Run 1, routed metal, one color a layer:
Bar = 20 um. Two of the layers only.
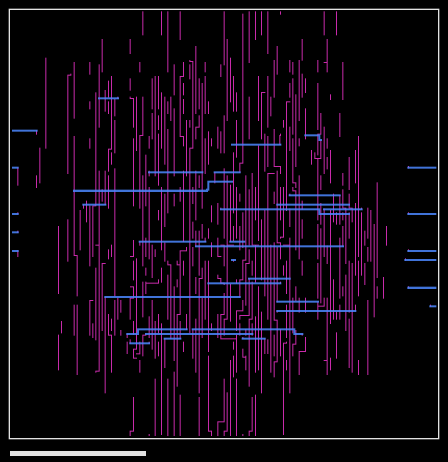
Run 1, register map, names as in the netlist:
Bar = 20 um. Other sequential cells in the stronger gray, the rest of the logic in the fainter gray.
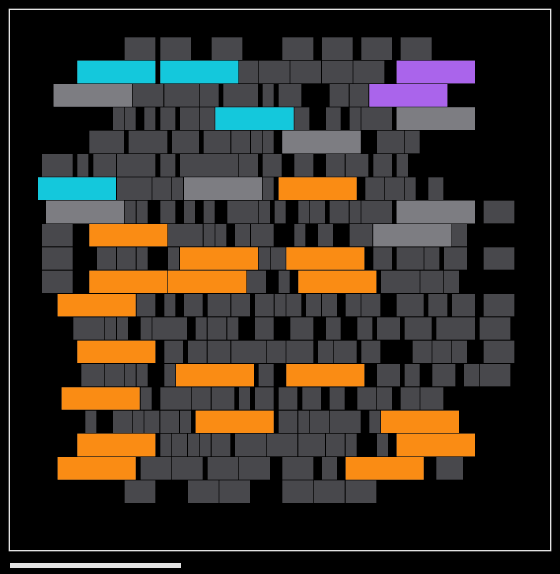
Run 1, clock wiring as the flow saved it:
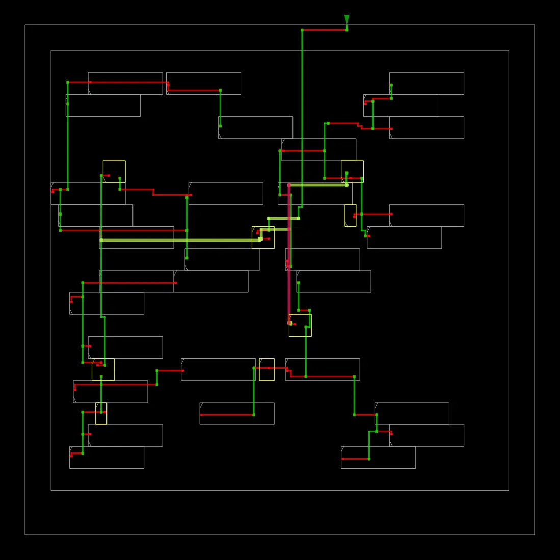
Run 1, placement by cell class:
Fill, decap, tap and diode cells in gray.
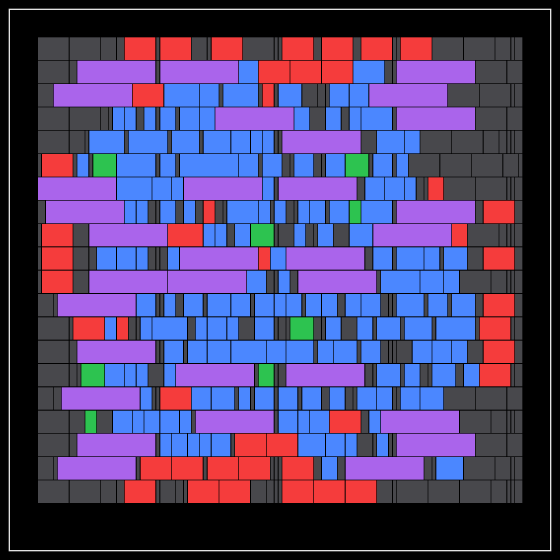
### src/rtl/ttt_pkg.sv
// Shared encodings for the tic-tac-toe board controller.
// Cell, winner and FSM state definitions.
package ttt_pkg;

  localparam logic [1:0] CELL_N = 2'b00;
  localparam logic [1:0] CELL_X = 2'b01;
  localparam logic [1:0] CELL_O = 2'b11;

  localparam logic [1:0] WIN_NONE = 2'b00;
  localparam logic [1:0] WIN_X    = 2'b01;
  localparam logic [1:0] WIN_O    = 2'b11;

  typedef enum logic [1:0] {
    PLAY,
    CHECK,
    OVER
  } state_t;

  function automatic logic [1:0] mark_of(input logic t);
    return t ? CELL_O : CELL_X;
  endfunction

endpackage

### src/rtl/board_cell.sv
// One board square: write-once 2-bit mark register.
// Cleared only by reset or the synchronous clr.
module board_cell
  import ttt_pkg::*;
(
  input  logic       clk,
  input  logic       Reset,
  input  logic       clr,
  input  logic       we,
  input  logic       player,
  output logic [1:0] q
);

  always_ff @(posedge clk or posedge Reset) begin
    if (Reset)
      q <= CELL_N;
    else if (clr)
      q <= CELL_N;
    else if (we && q == CELL_N)
      q <= mark_of(player);
  end

endmodule

### src/rtl/ttt_board.sv
// SIZE x SIZE tic-tac-toe controller: move handshake,
// turn alternation, win/draw detection and board lock.
module ttt_board
  import ttt_pkg::*;
#(
  parameter int SIZE         = 3,
  parameter bit FIRST_PLAYER = 1'b0,
  parameter int IDX_W        = (SIZE > 2) ? $clog2(SIZE) : 1,
  parameter int CNT_W        = $clog2(SIZE*SIZE+1)
) (
  input  logic                   clk,
  input  logic                   Reset,
  input  logic                   new_game,
  input  logic                   move_valid,
  input  logic [IDX_W-1:0]       move_row,
  input  logic [IDX_W-1:0]       move_col,
  output logic                   ready,
  output logic                   move_ack,
  output logic                   move_err,
  output logic                   turn,
  output logic [2*SIZE*SIZE-1:0] board,
  output logic [CNT_W-1:0]       move_count,
  output logic [1:0]             winner,
  output logic                   draw,
  output logic                   game_over
);

  localparam int NC = SIZE*SIZE;

  state_t state;

  logic [1:0]    mark;
  logic [NC-1:0] hit;
  logic [NC-1:0] empty;
  logic [NC-1:0] eq;
  logic [NC-1:0] eqt;
  logic [NC-1:0] we;
  logic [SIZE-1:0] row_w;
  logic [SIZE-1:0] col_w;
  logic [SIZE-1:0] dg;
  logic [SIZE-1:0] ad;
  logic cell_free;
  logic accept;
  logic line_win;

  assign mark  = mark_of(turn);
  assign ready = (state == PLAY);

  // An out-of-range row/col matches no cell, so it is never free.
  assign cell_free = |(hit & empty);
  assign accept = ready && move_valid
               && !new_game && cell_free;

  for (genvar r = 0; r < SIZE; r++) begin : g_row
    for (genvar c = 0; c < SIZE; c++) begin : g_col
      localparam int I = r*SIZE + c;

      assign hit[I] = (move_row == IDX_W'(r))
                   && (move_col == IDX_W'(c));
      assign empty[I] = (board[2*I +: 2] == CELL_N);
      assign eq[I] = (board[2*I +: 2] == mark);
      assign eqt[c*SIZE + r] = eq[I];
      assign we[I] = accept && hit[I];

      board_cell u_cell (
        .clk    (clk),
        .Reset  (Reset),
        .clr    (new_game),
        .we     (we[I]),
        .player (turn),
        .q      (board[2*I +: 2])
      );
    end
  end

  for (genvar i = 0; i < SIZE; i++) begin : g_line
    assign row_w[i] = &eq[i*SIZE +: SIZE];
    assign col_w[i] = &eqt[i*SIZE +: SIZE];
    assign dg[i] = eq[i*SIZE + i];
    assign ad[i] = eq[i*SIZE + SIZE-1-i];
  end

  assign line_win = (|row_w) || (|col_w)
                 || (&dg) || (&ad);

  always_ff @(posedge clk or posedge Reset) begin
    if (Reset) begin
      state      <= PLAY;
      turn       <= FIRST_PLAYER;
      move_count <= '0;
      winner     <= WIN_NONE;
      draw       <= 1'b0;
      game_over  <= 1'b0;
      move_ack   <= 1'b0;
      move_err   <= 1'b0;
    end else begin
      move_ack <= 1'b0;
      move_err <= 1'b0;
      if (new_game) begin
        state      <= PLAY;
        turn       <= FIRST_PLAYER;
        move_count <= '0;
        winner     <= WIN_NONE;
        draw       <= 1'b0;
        game_over  <= 1'b0;
      end else begin
        unique case (state)
          PLAY: begin
            if (move_valid) begin
              if (cell_free) begin
                move_count <= move_count + CNT_W'(1);
                move_ack   <= 1'b1;
                state      <= CHECK;
              end else begin
                move_err <= 1'b1;
              end
            end
          end
          CHECK: begin
            if (line_win) begin
              winner    <= mark;
              game_over <= 1'b1;
              state     <= OVER;
            end else if (move_count == CNT_W'(NC)) begin
              draw      <= 1'b1;
              game_over <= 1'b1;
              state     <= OVER;
            end else begin
              turn  <= ~turn;
              state <= PLAY;
            end
          end
          OVER: begin
            move_err <= move_valid;
          end
          default: begin
            state <= PLAY;
          end
        endcase
      end
    end
  end

endmodule

### config.mk
export PLATFORM = sky130hd
export DESIGN_NAME = ttt_board
export DESIGN_NICKNAME = d
export VERILOG_FILES = /design/src/rtl/ttt_pkg.sv /design/src/rtl/board_cell.sv /design/src/rtl/ttt_board.sv
export SDC_FILE = /design/constraint.sdc
export NUM_CORES = 1
export LEC_CHECK = 0
export CORE_MARGIN = 3
export CORE_UTILIZATION = 54
export CTS_CLUSTER_DIAMETER = 50
export DETAILED_ROUTE_END_ITERATION = 7
export GPL_TIMING_DRIVEN = 0
export HOLD_SLACK_MARGIN = 0.03
export PLACE_DENSITY = 0.95
export SETUP_SLACK_MARGIN = 0.1
export SLEW_MARGIN = 20
export SYNTH_ARGS = -nofsm -noshare
export SYNTH_HDL_FRONTEND = slang
export SYNTH_SLANG_ARGS = --single-unit
### constraint.sdc
create_clock -name clk -period 3.9 [get_ports clk]
set_input_delay 0.78 -clock clk [delete_from_list [all_inputs] [get_ports clk]]
set_output_delay 0.78 -clock clk [all_outputs]
set_load 0.02 [all_outputs]
==> out/qor.yml, run 1 <==
run_status:
  status: "completed"
cells_and_area:
  top_regs: "g_row.g_col.u_cell.q: 18 flops, move_count: 4 flops"
  utilization_pct: 72.4
  dominant_cells: "logic gates"
  nMultiInputCombCells: 138
  buffers: 44
  area_growth_pct: 27.1
  nonClkBufAreaFrac_pct: 18.2
  sh_seq_area_pct: 34.8
  largest_reg_flops: 18
  comb-cell-share_pct: 39.6
  num_antenna_cells: 0
place:
  place_area_um2: 2180
  pre_cts_slack_ps: 902
  dpl.hpwl_mm: 3.21
  gp_congestion: 0.871
worst_setup_path:
  cp_max_fo: 7
  cp-startpoint: "move_row[0]"
  r2r_end: "move_count[0]"
  worst-path-buf-inv: 2
  endpoint_kind: "flop"
  cp.arrival_ps: 2910
  worstReg2RegStart: "g_row[1].g_col[2].u_cell.q[1]"
  crit_family: "simple AND/OR/NAND/NOR gates"
  worstSetupStartpointType: "input pin"
  reg2reg_slack_ps: 1740
  crit_chain: "clkdlybuf4s50_1 > nor4b_1 > o21ai_0 > and4_4 > buf_6 > a21boi_4 > mux2_1"
  ff2ff_path_depth: 6
die:
  tap_cells: 44
  die-area_um2: 3970
  ioPinCount: 38
  core-area_um2: 3080
  fp_util_pct: 57.0
  die_x_um: 63.0
global_route:
  grt_antenna_before_repair: 0
  grt.met2_usage_pct: 38.2
  met1_usage_pct: 32.1
  grt_pass1_vias: 1633
  grtUsageMet3_pct: 5.22
pwr:
  cellLeakagePower_nw: 0.940
  sequentialPowerShare_pct: 54.7
  pg_seq_uw: 336
  pg_comb_uw: 100
  power_switching_uw: 173
  intPower_uw: 441
  power_uw: 614
  netSwitchingFraction_pct: 28.2
  p_clk_share_pct: 28.9
run:
  cap_violations: 0
synth:
  yosysSeqAreaShare_pct: 44.2
  ys_sh_xor_pct: 2.00
  syn-cell-area_um2: 1750
  ys_seq_elements: 31
  top_area_cell: "dfrtp_1"
  yosys-dominant-comb-family: "simple AND/OR/NAND/NOR gates"
  yosys_warnings: 0
  ys_top_cells_by_count: "dfrtp_1, nor2_1, nand3_1"
  aoi_share_pct: 15.4
  netlist_instances: 192
  top_cell_area_share_pct: 44.2
  ys_sh_simple_pct: 27.7
  ys_cells: 192
  topCellsByArea: "dfrtp_1, nor2_1, nand3_1"
  yosys_area_um2: 1750
clocking:
  postCtsSetupRepairBufs: 0
  ctsRootBufferMaster: "clkbuf_4"
  h-tree-depth: 2
hold_path:
  hold_path_class: "flop to flop"
  min_to: "draw"
  min_from: "draw"
  holdPathStages: 2
final_timing:
  drv_slew: 0
  slew-limit-headroom_pct: 57.6
  setup_viol: 0
  worst_pin_slew_ps: 635
drt:
  wire_per_inst_um: 15.6
  drc: 0
  met2_length_mm: 2.11
  wl_met1_mm: 1.98
-- 'routed metal, one color a layer' (at the start) --
Magenta marks met2, wire length 2,110 um. Blue marks met3, wire length 260 um.

-- 'register map, names as in the netlist' (at the start) --
Orange marks g_row.g_col.u_cell.q, sequential cells 18. Cyan marks move_count, sequential cells 4. Purple marks winner, sequential cells 2.

-- 'clock wiring as the flow saved it' (at the start) --
seq_cells: 31
clock skew: 6.83 ps
number of buffers created by CTS: 5
clk sinks: 31
Worst-Skew Late Latency: 330 ps

-- 'placement by cell class' (at the start) --
Green marks clock drivers and dummy loads, cells 8, share of their area 2.3%. Blue marks all other logic, cells 154, share of their area 43%. Purple marks flops, cells 31, share of their area 36%. Red marks other buffers and delay cells, cells 44, share of their area 19%.

Run 1, clock wires, drivers and flops:
Bar = 20 um.
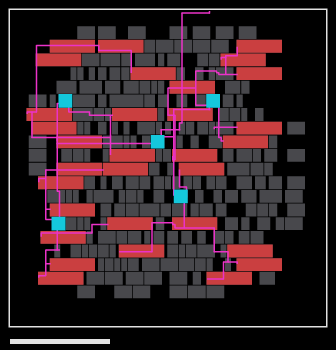

==> run 2: changes to the inputs <==
--- a/config.mk
+++ b/config.mk
@@ -6,12 +6,12 @@
 export NUM_CORES = 1
 export LEC_CHECK = 0
 export CORE_MARGIN = 3
-export CORE_UTILIZATION = 54
+export CORE_UTILIZATION = 50
 export CTS_CLUSTER_DIAMETER = 50
 export DETAILED_ROUTE_END_ITERATION = 7
 export GPL_TIMING_DRIVEN = 0
 export HOLD_SLACK_MARGIN = 0.03
-export PLACE_DENSITY = 0.95
+export PLACE_DENSITY = 0.9
 export SETUP_SLACK_MARGIN = 0.1
 export SLEW_MARGIN = 20
 export SYNTH_ARGS = -nofsm -noshare
==> constraint.sdc (replaced) <==
create_clock -name clk -period 2.6 [get_ports clk]
set_input_delay 0.52 -clock clk [delete_from_list [all_inputs] [get_ports clk]]
set_output_delay 0.52 -clock clk [all_outputs]
set_load 0.02 [all_outputs]
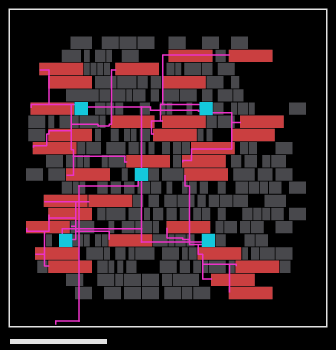
Run 2: clock wires, drivers and flops
Bar = 20 um.
Cyan marks cells driving clock nets, count 5. Red marks flip-flops, count 31. Magenta marks clock wires, length 388 um.
There are 6 routed clock nets. Position of the flops: all over the die.

==> run 2 against run 1 <==
  * Total power rose by 54%
  * Hold slack got worse by 9.4 ps
  * Critical path type unchanged
  * Combinational power rose by about 50%
  * First-iteration DRC count rose by 6.1%
  * Sequential power rose by about 50%
  * Design area rose by 0.84%
  * Area after synthesis did not move
  * Global-route usage fell by 0.95 points
==> out/qor.yml, run 2 <==
run_status:
  status: "completed"
worst_setup_path:
  cp.arrival_ps: 2590
  cp-startpoint: "move_row[1]"
  reg2reg_slack_ps: 520
  cp_max_fo: 7
  endpoint_kind: "flop"
  worstSetupStartpointType: "input pin"
  r2r_end: "move_count[1]"
  worst-path-buf-inv: 2
  crit_family: "simple AND/OR/NAND/NOR gates"
synth:
  yosysSeqAreaShare_pct: 44.2
  netlist_instances: 192
  ys_top_cells_by_count: "dfrtp_1, nor2_1, nand3_1"
  yosys_area_um2: 1750
  topCellsByArea: "dfrtp_1, nor2_1, nand3_1"
  ys_sh_xor_pct: 2.00
  yosys-dominant-comb-family: "simple AND/OR/NAND/NOR gates"
  ys_seq_elements: 31
  top_area_cell: "dfrtp_1"
  top_cell_area_share_pct: 44.2
  aoi_share_pct: 15.4
  ys_sh_simple_pct: 27.7
drt:
  met2_length_mm: 2.05
  wire_per_inst_um: 15.9
final_timing:
  drv_slew: 0
  worst_pin_slew_ps: 638
  slew-limit-headroom_pct: 57.4
  fin_skew_ps: 9.16
place:
  dpl.hpwl_mm: 3.25
  gp_congestion: 0.895
  pre_cts_slack_ps: -146
die:
  die_x_um: 65.2
  core-area_um2: 3200
  die-area_um2: 4250
cells_and_area:
  sh_seq_area_pct: 34.5
  comb-cell-share_pct: 39.8
  largest_reg_flops: 18
  nonClkBufAreaFrac_pct: 18.1
  area_growth_pct: 28.2
  top_regs: "g_row.g_col.u_cell.q: 18 flops, move_count: 4 flops"
  buffers: 44
  num_antenna_cells: 0
  flop-count: 31
  nMultiInputCombCells: 138
pwr:
  p_clk_share_pct: 30.7
  power_uw: 944
  power_switching_uw: 263
  sequentialPowerShare_pct: 53.4
  netSwitchingFraction_pct: 27.9
  cellLeakagePower_nw: 0.948
hold_path:
  min_to: "draw"
  hold_path_class: "flop to flop"
  min_from: "draw"
  holdPathStages: 2
run:
  cap_violations: 0
clocking:
  numCtsBuffers: 5
  ctsRootBufferMaster: "clkbuf_4"
  clock_sinks: 31
global_route:
  grt.met2_usage_pct: 34.8
Power and IR drop assume default switching activity.
